Fig. 1: routed clock nets over the placement
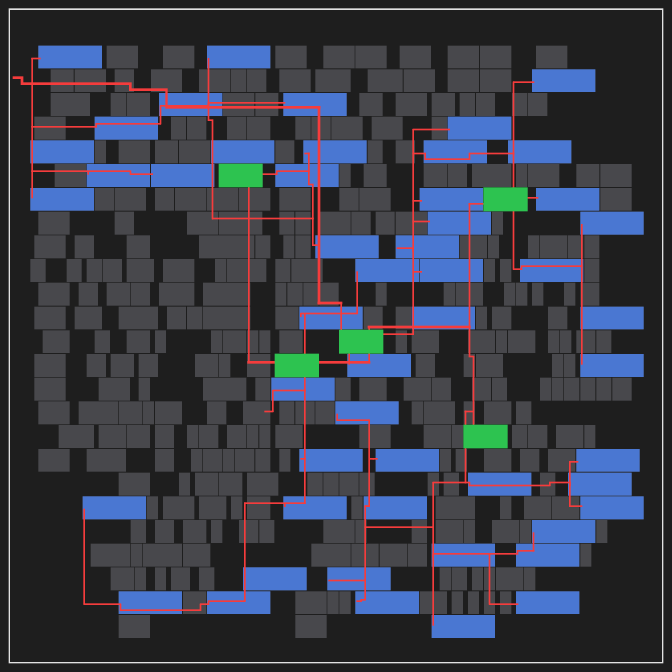
Fig. 2: I/O pins on the die edge
Pins as bars across the die edge, other pins in grey.
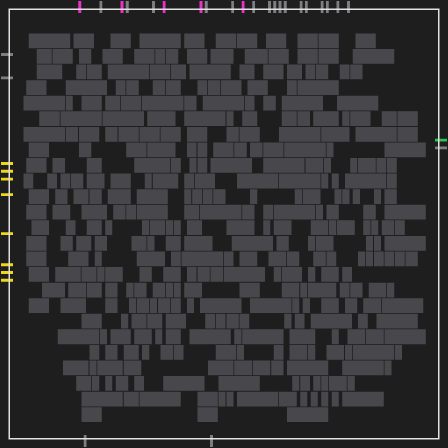
Fig. 3: drive-strength map
Bar = 20 µm.
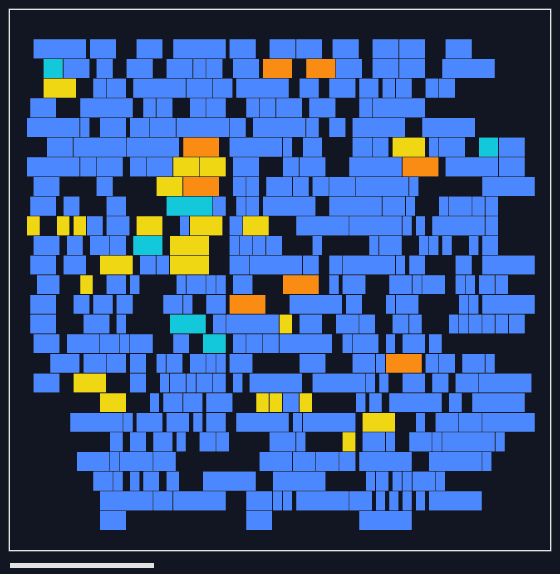
Fig. 4: cells coloured by class
Bar = 20 µm.
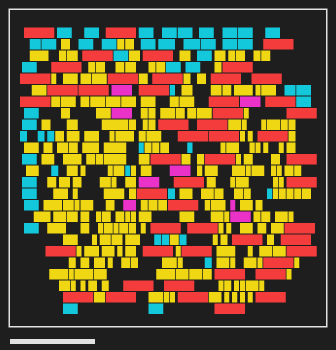
Fig. 5: clock routing
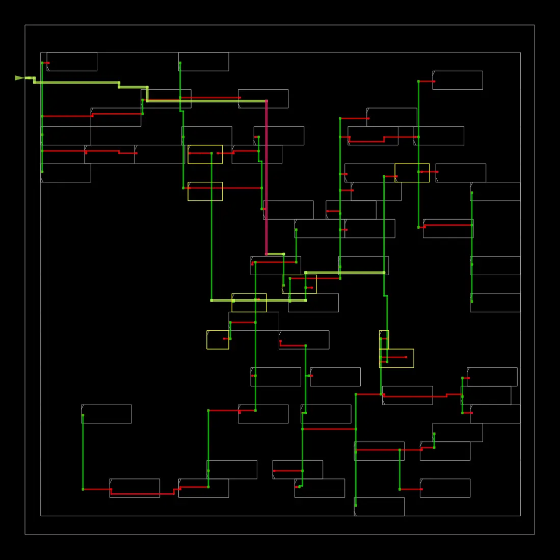
==> config.mk <==
export PLATFORM = sky130hd
export DESIGN_NAME = player_input_tracker_flat
export DESIGN_NICKNAME = d
export VERILOG_FILES = /design/src/rtl/player_input_tracker_pkg.sv /design/src/rtl/player_input_tracker_if.sv /design/src/rtl/player_input_tracker_cmd_frame_latch.sv /design/src/rtl/player_input_tracker.sv /design/src/flat_wrapper.sv
export SDC_FILE = /design/constraint.sdc
export NUM_CORES = 1
export LEC_CHECK = 0
export CAP_MARGIN = 20
export CORE_MARGIN = 2
export CORE_UTILIZATION = 55
export DETAILED_ROUTE_END_ITERATION = 12
export GPL_TIMING_DRIVEN = 0
export PLACE_DENSITY_LB_ADDON = 0.25
export RECOVER_POWER = 50
export SYNTH_ARGS = -nofsm -noshare
export SYNTH_HDL_FRONTEND = slang
export SYNTH_HIERARCHICAL = 1
export SYNTH_SLANG_ARGS = --single-unit
==> constraint.sdc <==
create_clock -name clk -period 3.2 [get_ports clk]
set_clock_uncertainty 0.2 [all_clocks]
set_input_delay 0.8 -clock clk [delete_from_list [all_inputs] [get_ports clk]]
set_output_delay 0.8 -clock clk [all_outputs]
set_load 0.02 [all_outputs]
==> results_slide.txt <==
Run Summary

Synth
  – Ys flops: 51
  – EDFF count, synth: 0
  – Top FF cell, synth: dfxtp_1
  – Asr flop ratio synth: 0
  – Netlist cell types: 62
  – Synth top cells by count: 51 x dfxtp_1, 34 x nor2_1, 24 x nand2_1
  – Post-synth area hogs: dfxtp_1 37%, nand2b_1 4.8%, nor2_1 4.6%, mux2i_1 4.4%, nand2_1 3.3%
  – Dominant cell area share: 0.3709
  – Synth Area in XOR/XNOR: 0.06045
  – Synth warnings: 6

Global route
  – Largest net degree at the start of global routing: 16
  – Initial antenna violation count: 0
  – Grt met1 use: 0.2756
  – Remaining global-route overflow: 0
  – Met2 global-route usage: 0.3333
  – Met3 Use GR: 0.05489
  – GR peak layer: met2

STA
  – Slew @ Worst Pin: 0.5261 ns
  – RSZ-0062 raised after global routing: false
  – Final hold slack: 0.2677 ns

Clocking
  – Clk pin slew, worst setup/hold paths: 0.09 ns
  – Setup bufs post-CTS: 0
  – CTS Buffer Depth: 2

Detailed routing
  – Met3 Wirelength: 192 µm
  – Routed wire length: 5515 µm
  – Vias/cell: 5.437
  – Detailed-route via count: 2,289
  – Drt first pass iters: 4

Critical path
  – Reg2Reg Depth: 7
  – Worst path depth: 7
  – Worst EP required: 3.22 ns
  – Slowest CP cell: clkdlybuf4s50_1
  – Critical path endpoint category: flip-flop
  – Top delay family on crit path: simple AND/OR/NAND/NOR gates
  – Worst setup path class: input pin to flip-flop

Cells and area
  – Diode count: 0
  – Register area: 1021 µm²
  – Clkbuf count: 7
  – Commonest Layout Cell: dfxtp_1
  – Non-Filler Instances: 421
  – Most common logic cells in the final layout: 51 x dfxtp_1, 34 x nor2_1, 24 x dlygate4sd3_1, 24 x nand2_1, 21 x nand2b_1
  – Inverters: 7

Placement
  – Area after DPL: 3157 µm²
  – Dpl hpwl: 3986 µm
  – GPL Wtd Cong: 0.9039

Pwr
  – PD cells: 336.2 nW/µm²

Min path
  – Hold crit path type: flip-flop to flip-flop

Floorplanning
  – Tapcells: 67
  – Top Ports: 35

Run status
  – Outcome: complete, no violations
Notes on Fig. 1 above:
Red is clock wires, length 580 µm. Blue is flip-flops, count 51. Green is clock drivers, count 5.
Position of the flops: all over the die.
clk latency late pin: 0.30 ns
Clk power: 0.384 mW
Clock power frac: 0.351

Notes on Fig. 2 above:
Green is `bus_p1_fire_pulse`, pins 1, direction output, edge right. Yellow is `bus_scan_code`, pins 8, direction input, edge left. Magenta is `bus_p2_cmd`, pins 5, direction output, edge top.
All pins by edge: 21 top, 10 left, 2 right, 2 bottom.
die height: 74.75 µm
Die X-Extent: 74.75 µm
I/O Buffers: 32

Notes on Fig. 3 above:
Blue is _0 and _1 cells, cells 317, most used dfxtp_1. Yellow is _2 cells, cells 23, most used buf_2. Orange is _6 and larger, cells 8, most used clkbuf_8. Cyan is _3 and _4 cells, cells 6, most used buf_4.
area grow syn2layout: 18.14%
fin area: 3252 µm²
Signal buffers: 50

Notes on Fig. 4 above:
Magenta is clock drivers and dummy loads, cells 8, share of their area 3.0%. Cyan is other buffers and delay cells, cells 50, share of their area 13%. Red is flops, cells 51, share of their area 32%. Yellow is combinational and other logic, cells 245, share of their area 51%.
sequential fraction of total cell area: 0.3140
FP Rows: 25
final core occ: 0.6795
Placeable Area: 4786 µm²

Notes on Fig. 5 above:
clock tree sinks: 51
Num CTS Buffers: 5
Seq cells: 51

Power is estimated from default activity; no workload was simulated.
